### Power grid

Bar = 20 microns. Pins as bars on the die edge. Tap cells in grey.
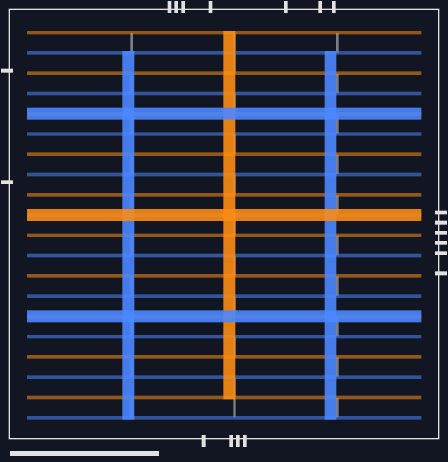
### Cells coloured by class

Bar = 20 microns.
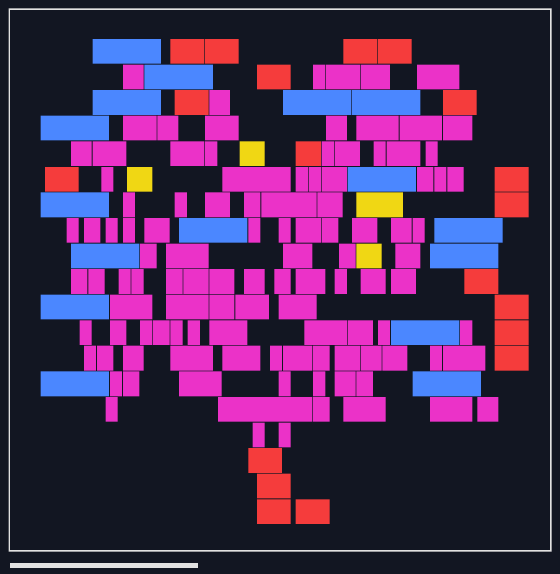
### Clock distribution

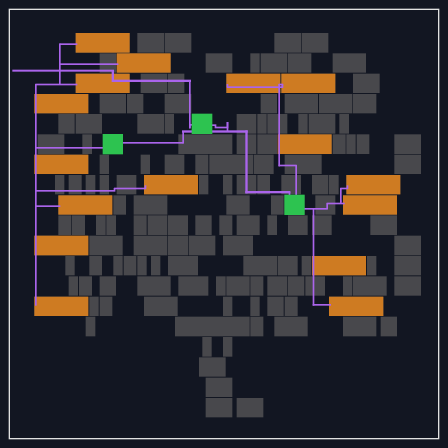
### Metal layers overlaid

Bar = 20 microns. Two of the layers only.
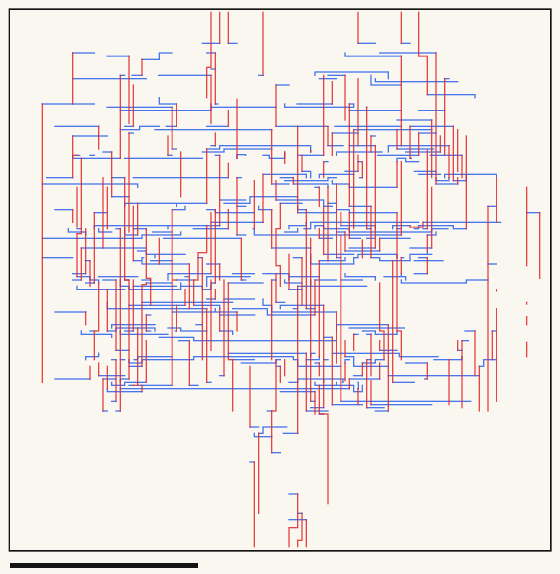
### Cell placement

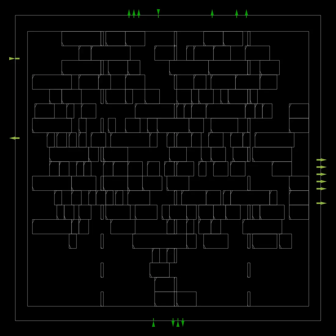
==> config.mk <==
export PLATFORM = sky130hd
export DESIGN_NAME = or_way_selftest
export DESIGN_NICKNAME = d
export VERILOG_FILES = /design/src/rtl/or_way_selftest_pkg.sv /design/src/rtl/or_way_selftest_or_nway.sv /design/src/rtl/or_way_selftest.sv
export SDC_FILE = /design/constraint.sdc
export NUM_CORES = 1
export LEC_CHECK = 0
export CORE_MARGIN = 2
export CORE_UTILIZATION = 40
export DETAILED_ROUTE_END_ITERATION = 10
export HOLD_SLACK_MARGIN = 0.08
export PLACE_DENSITY = 0.7
export SYNTH_ARGS = -nofsm -noshare
export SYNTH_HDL_FRONTEND = slang
export SYNTH_SLANG_ARGS = --single-unit
==> constraint.sdc <==
create_clock -name clk -period 3.2 [get_ports clk]
set_clock_uncertainty 0.2 [all_clocks]
set_input_delay 0.32 -clock clk [delete_from_list [all_inputs] [get_ports clk]]
set_output_delay 0.32 -clock clk [all_outputs]
set_load 0.01 [all_outputs]
==> job_summary.md <==
### Yosys + OpenROAD results

| Metric | Value |
|---|---|
| Total Neg Setup Slack | 0 ns |
| Seq pwr share | between 20% and 30% |
| Int Power | approximately 480 uW |
| Antenna violations before repair | 0 |
| Synth warn | 0 |
| Seq. cell area | between 300 and 400 sq um |
| Fin nets | around 170 |
| Largest cell class | logic gates |
| Worst Setup Start Kind | flop |
| Critical setup path kind | reg2reg |
| Residual DRC | 0 |
| Die area | between 3000 and 4000 sq um |
| Synth Area in XOR/XNOR | between 4 and 5% |
| Switch share | a little over two fifths |
| Unrepaired setup endpoints after global routing | false |
| I/O pin cnt | 19 |
| Sequential power | between 200 and 250 uW |
| Cell count listed in synth_stat.txt | approximately 130 |
| Main logic family after synthesis | simple AND/OR/NAND/NOR gates |
| CP max stage delay | 0.52 ns |
| HP Class | reg2reg |
| Via Count | around 960 |
| Mux share | 5.367% |
| Final setup violation count | 0 |
| Iter 0 DRT Violations | 12 |
| Crit Path Max Fanout | 9 |
| Clk tree area frac | ~2.7% |
| Num CTS Buffers | 3 |
| Length of routed met2 wiring | about 1.1 mm |
| Starting Density | 41.78% |
| CTS clk-pin slew, worst paths | ~0.090 ns |
| GPL Wtd Cong | roughly 0.76 |
| Hold Vio Cnt, Final | 0 |
| Status | finished clean |
| Synthesized instance count | ~130 |
About 'Power grid':
legend:
  orange:
    net: VDD
  blue:
    net: VSS
tap cells: 31
met5 straps: 3
rows: 19
Die H: 57.44 microns
core area: 2734 sq um
VDD IR max: 0.0004289 V
Die Wd: 57.44 microns

About 'Cells coloured by class':
legend:
  magenta:
    class: combinational and other logic
    cells: 110
    share_of_their_area: 59%
  blue:
    class: flops
    cells: 16
    share_of_their_area: 24%
  red:
    class: other buffers and delay cells
    cells: 19
    share_of_their_area: 14%
  yellow:
    class: clock drivers and dummy loads
    cells: 4
    share_of_their_area: 2.8%
Post-Route Utilization: 49.57%
row cnt: 19
sequential cell area share: 23.64%
post-route cell area: 1355 sq um

About 'Clock distribution':
legend:
  green:
    item: clock drivers
    count: 3
  purple:
    item: clock wires
    length: 206 microns
  orange:
    item: flip-flops
    count: 16
routed clock nets: 4
Late-Pin Clk Latency: 0.29 ns
Clk pwr share: 16.2%

About 'Metal layers overlaid':
legend:
  red:
    layer: metal 2
    wire_length: 1090 microns
  blue:
    layer: metal 1
    wire_length: 1080 microns
per-cell routed wire length: 12.50 microns
final wirelength: 2.250 mm

About 'Cell placement':
Fill cells: 260
tap cells: 31
final cell count without fillers: 180
flip-flops: 16

Power is estimated from default activity; no workload was simulated.
